### config.mk
export PLATFORM = sky130hd
export DESIGN_NAME = wb_obi_bridge
export DESIGN_NICKNAME = d
export VERILOG_FILES = /design/src/rtl/wb_obi_bridge_pkg.sv /design/src/rtl/wb_obi_bridge.sv
export SDC_FILE = /design/constraint.sdc
export NUM_CORES = 1
export LEC_CHECK = 0
export CAP_MARGIN = 20
export CORE_MARGIN = 3
export CORE_UTILIZATION = 39
export CTS_CLUSTER_SIZE = 28
export DETAILED_ROUTE_END_ITERATION = 7
export PLACE_DENSITY = 0.8
export SETUP_SLACK_MARGIN = 0.02
export SLEW_MARGIN = 10
export SYNTH_ARGS = -nofsm -noshare
export SYNTH_HDL_FRONTEND = slang
export SYNTH_SLANG_ARGS = --single-unit
### constraint.sdc
create_clock -name clk_i -period 2.2 [get_ports clk_i]
set_input_delay 0.33 -clock clk_i [delete_from_list [all_inputs] [get_ports clk_i]]
set_output_delay 0.33 -clock clk_i [all_outputs]
set_load 0.01 [all_outputs]
### src/rtl/wb_obi_bridge_pkg.sv
// Shared types and default geometry for the inbound Wishbone-to-OBI bridge.
package wb_obi_bridge_pkg;

    // Transfer sequencer states
    typedef enum logic [1:0] {
        IDLE = 2'd0,
        REQ  = 2'd1,
        RESP = 2'd2,
        DONE = 2'd3
    } wb_obi_state_e;

    localparam int unsigned DEF_ADDR_WIDTH     = 32;
    localparam int unsigned DEF_DATA_WIDTH     = 32;
    localparam int unsigned DEF_RAM_ADDR_WIDTH = 14;
    localparam logic [31:0] DEF_BASE_ADDR      = 32'h0200_0000;

    // Lowest address bit that takes part in the window decode (word address + byte offset)
    function automatic int unsigned win_lsb(input int unsigned ram_addr_width);
        return ram_addr_width + 2;
    endfunction

    // Window-compare bit range for the default geometry
    localparam int unsigned WIN_LSB = win_lsb(DEF_RAM_ADDR_WIDTH);
    localparam int unsigned WIN_MSB = DEF_ADDR_WIDTH - 1;

endpackage

### src/rtl/wb_obi_bridge.sv
// Wishbone classic slave to OBI master bridge into the core data RAM window.
// One transfer at a time; out-of-window accesses are answered with wb_err_o.
module wb_obi_bridge
    import wb_obi_bridge_pkg::*;
#(
    parameter int unsigned           ADDR_WIDTH     = DEF_ADDR_WIDTH,
    parameter int unsigned           DATA_WIDTH     = DEF_DATA_WIDTH,
    parameter int unsigned           RAM_ADDR_WIDTH = DEF_RAM_ADDR_WIDTH,
    parameter logic [ADDR_WIDTH-1:0] BASE_ADDR      = ADDR_WIDTH'(DEF_BASE_ADDR)
) (
    input  logic                    clk_i,
    input  logic                    rst_ni,
    input  logic                    wb_cyc_i,
    input  logic                    wb_stb_i,
    input  logic                    wb_we_i,
    input  logic [DATA_WIDTH/8-1:0] wb_sel_i,
    input  logic [ADDR_WIDTH-1:0]   wb_adr_i,
    input  logic [DATA_WIDTH-1:0]   wb_dat_i,
    output logic [DATA_WIDTH-1:0]   wb_dat_o,
    output logic                    wb_ack_o,
    output logic                    wb_err_o,
    output logic                    obi_req_o,
    input  logic                    obi_gnt_i,
    output logic [ADDR_WIDTH-1:0]   obi_addr_o,
    output logic                    obi_we_o,
    output logic [DATA_WIDTH/8-1:0] obi_be_o,
    output logic [DATA_WIDTH-1:0]   obi_wdata_o,
    input  logic                    obi_rvalid_i,
    input  logic [DATA_WIDTH-1:0]   obi_rdata_i
);

    localparam int unsigned BE_WIDTH = DATA_WIDTH / 8;
    localparam int unsigned WIN_LO   = win_lsb(RAM_ADDR_WIDTH);
    localparam int unsigned WIN_HI   = ADDR_WIDTH - 1;
    localparam logic [ADDR_WIDTH-1:0] WORD_MASK = ~ADDR_WIDTH'(3);

    // Unsigned compare of the address bits above the RAM window against the base
    function automatic logic in_window(input logic [ADDR_WIDTH-1:0] adr);
        return adr[WIN_HI:WIN_LO] == BASE_ADDR[WIN_HI:WIN_LO];
    endfunction

    wb_obi_state_e           state_q, state_d;
    logic                    abort_q, abort_d;
    logic                    req_q,   req_d;
    logic [ADDR_WIDTH-1:0]   addr_q,  addr_d;
    logic                    we_q,    we_d;
    logic [BE_WIDTH-1:0]     be_q,    be_d;
    logic [DATA_WIDTH-1:0]   wdata_q, wdata_d;
    logic                    ack_q,   ack_d;
    logic                    err_q,   err_d;
    logic [DATA_WIDTH-1:0]   rdata_q, rdata_d;

    // Next-state and registered-output logic for the transfer sequencer
    always_comb begin
        state_d = state_q;
        abort_d = abort_q;
        req_d   = req_q;
        addr_d  = addr_q;
        we_d    = we_q;
        be_d    = be_q;
        wdata_d = wdata_q;
        ack_d   = 1'b0;
        err_d   = 1'b0;
        rdata_d = rdata_q;

        case (state_q)
            IDLE: begin
                abort_d = 1'b0;
                if (wb_cyc_i && wb_stb_i) begin
                    if (in_window(wb_adr_i)) begin
                        addr_d  = wb_adr_i & WORD_MASK;
                        we_d    = wb_we_i;
                        be_d    = wb_sel_i;
                        wdata_d = wb_dat_i;
                        req_d   = 1'b1;
                        state_d = REQ;
                    end else begin
                        err_d   = 1'b1;
                        state_d = DONE;
                    end
                end
            end

            REQ: begin
                // A dropped cycle is remembered, but the request is never retracted
                if (!wb_cyc_i) begin
                    abort_d = 1'b1;
                end
                if (obi_gnt_i) begin
                    req_d   = 1'b0;
                    state_d = RESP;
                end
            end

            RESP: begin
                if (!wb_cyc_i) begin
                    abort_d = 1'b1;
                end
                if (obi_rvalid_i) begin
                    if (!we_q) begin
                        rdata_d = obi_rdata_i;
                    end
                    if (abort_q || !wb_cyc_i) begin
                        state_d = IDLE;
                    end else begin
                        ack_d   = 1'b1;
                        state_d = DONE;
                    end
                end
            end

            DONE: begin
                state_d = IDLE;
            end

            default: begin
                state_d = IDLE;
            end
        endcase
    end

    // State and output registers
    always_ff @(posedge clk_i or negedge rst_ni) begin
        if (!rst_ni) begin
            state_q <= IDLE;
            abort_q <= 1'b0;
            req_q   <= 1'b0;
            addr_q  <= '0;
            we_q    <= 1'b0;
            be_q    <= '0;
            wdata_q <= '0;
            ack_q   <= 1'b0;
            err_q   <= 1'b0;
            rdata_q <= '0;
        end else begin
            state_q <= state_d;
            abort_q <= abort_d;
            req_q   <= req_d;
            addr_q  <= addr_d;
            we_q    <= we_d;
            be_q    <= be_d;
            wdata_q <= wdata_d;
            ack_q   <= ack_d;
            err_q   <= err_d;
            rdata_q <= rdata_d;
        end
    end

    assign obi_req_o   = req_q;
    assign obi_addr_o  = addr_q;
    assign obi_we_o    = we_q;
    assign obi_be_o    = be_q;
    assign obi_wdata_o = wdata_q;
    assign wb_ack_o    = ack_q;
    assign wb_err_o    = err_q;
    assign wb_dat_o    = rdata_q;

endmodule
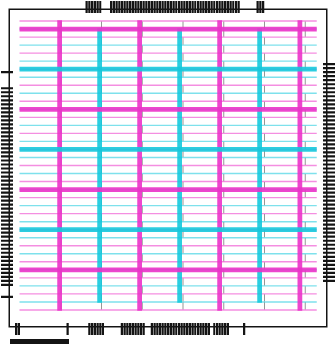
Fig. 1. Floorplan with the power grid.
The bar under the picture is 20 um long. Pins as bars on the die edge. Tap cells in gray.
- magenta: VSS
- cyan: VDD
- met1 rails: 37
- met4 straps: 7

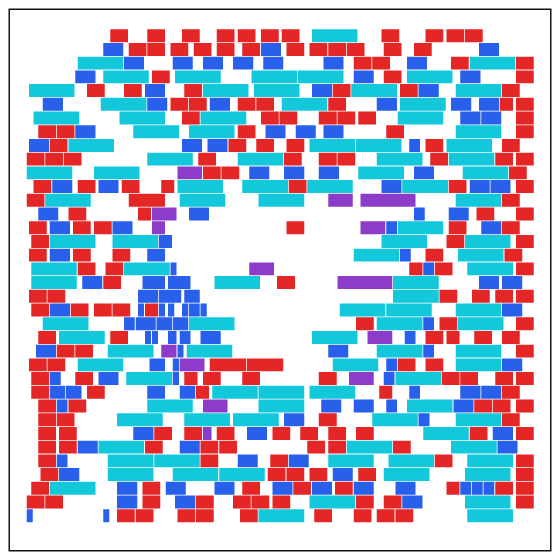
Fig. 2. Cell classes on the final placement.
- purple: clock drivers and dummy loads (cells 14)
- cyan: registers (cells 105)
- blue: remaining logic cells (cells 134)
- red: remaining buffers and delay cells (cells 219)

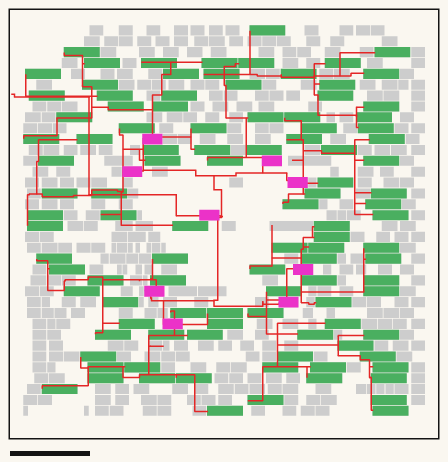
Fig. 3. Clock network drawn from the DEF.
The bar under the picture is 20 um long.
- green: flip-flops (count 105)
- red: clock wires (length 1120 um)
- magenta: clock-net drivers (count 9)
- routed clock nets: 10
- flops lie: all over the die

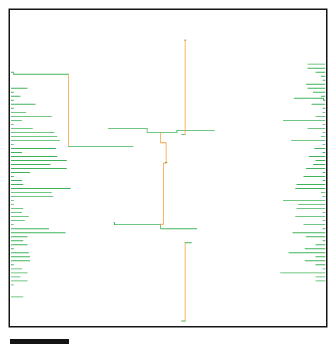
Fig. 4. Routed metal, one color a layer.
The bar under the picture is 20 um long. Two of the layers only.
- green: M3 (wire length 726 um)
- orange: M4 (wire length 118 um)

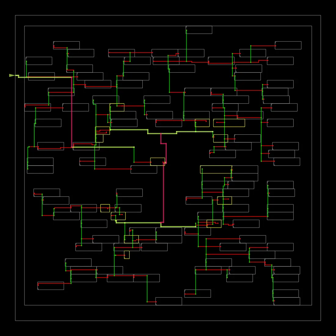
Fig. 5. Clock nets.
Sink Count: 105
clock latency on the worst-skew pair: 0.35 ns
clk pwr: 0.00124 W
CTS Buf Count: 9

==> run_results.csv <==
group,metric,value,unit
power_and_ir_drop,switching_power,0.00140,W
placement,placed_cells,590,
synthesis,ys.warnings.count,0,
run_status,status,"complete, no violations",
synthesis,ys_seq_share,0.659,
finish,antenna_cells,0,
job,maxCapViolCount,0,
global_routing,use_met2,0.286,
critical_path,reg2reg_depth,6,
clock_tree,cts.clk_slew.worst_paths,0.09,ns
clock_tree,cts_tree,"done",
global_routing,grt_util_met3,0.0572,
synthesis,mux_area_frac,0.240,
finish,nNetsFinal,579,
placement,dp_slack,-0.0390,ns
synthesis,ys_chip_area,3990,sq um
critical_path,crit_start,"state_q[0]$_DFFE_PN0P_",
drt,wirelength,9180,um
critical_path,crit_cells,6,
finish,buffers,219,
critical_path,rr_endpoint,"obi_be_o[0]$_DFFE_PN0P_",
synthesis,ys.flops,105,
drt,drt-met1-wl,3530,um
power_and_ir_drop,top_power_group,"registers",
synthesis,top_cell_area_share,0.659,
finish,num-multi-input-gates,128,
synthesis,xor_share,0,
global_routing,busiest_layer,"met2",
power_and_ir_drop,intPower,0.00401,W
power_and_ir_drop,p_leak,2.95,nW
critical_path,rr_startpoint,"state_q[0]$_DFFE_PN0P_",
drt,drt_iter0_drc,78,
worst_hold_path,hold_path.class,"register to register",
job,warnings,30,
power_and_ir_drop,vdd_drop_max,0.607,mV
finish,areaGrowthSynthToFinish,62.3,%
sta,period_minus_slack,1.84,ns
sta,rsz0062_at_grt,"no",
synthesis,ys_cells,250,
critical_path,cp-start-kind,"register",
finish,layout.cells.non_filler,605,
sta,clock_skew,0.0174,ns
critical_path,critPathBufInv,2,
critical_path,arrival,2.08,ns
synthesis,synth_cell_types,28,
clock_tree,post-cts-setup-buffers,0,
worst_hold_path,whs_path_depth,1,
drt,wl_per_cell,15.2,um
floorplan,num_io_pins,211,
placement,gp_congestion,0.739,
finish,drive_gt1_frac,0.214,
finish,sh_seq_area,0.406,
worst_hold_path,whs_endpoint,"obi_addr_o[25]$_DFFE_PN0P_",
finish,flops,105,
power_and_ir_drop,pwr_density_cell,836,nW/um^2
global_routing,grt_pass1_vias,2908,
critical_path,slowest_stage,"dfrtp_1",
sta,max_slew_margin,0.652,
power_and_ir_drop,clkPwrFrac,0.229,
drt,vias_per_cell,4.62,
sta,hold_slack,0.477,ns
critical_path,critPathMaxFanout,27,
sta,setup_violations,0,
synthesis,fa_ha_area_frac,0.00942,
global_routing,grt_pass1_wl,14500,um
synthesis,async_flop_share,1.00,
drt,ant_nets,0,
synthesis,simple_gate_share,0.0508,
power_and_ir_drop,pg_seq,0.00243,W
drt,wl_met3,725,um
critical_path,crit_required,2.43,ns
critical_path,r2r_slack,0.36,ns
sta,min_period_over_period,0.839,
finish,nFillCells,734,
drt,top_layer,"met4",
synthesis,syn_inst,250,
drt,vias,2796,
clock_tree,cts-htree-levels,3,
synthesis,netlist_top_cells_count,"dfrtp_1, mux2_2, nor2b_1",
finish,comb_share,0.194,
floorplan,die_w,107,um
finish,fin_util,0.656,
clock_tree,root_buffer,"clkbuf_8",
drt,drc_errors,0,
finish,lay_top_cells,"clkdlybuf4s50_1, dfrtp_1, mux2_2, nor2b_1, mux2_1",
synthesis,edf_count,0,
floorplan,die-area,11500,sq um
Power and IR drop assume default switching activity.
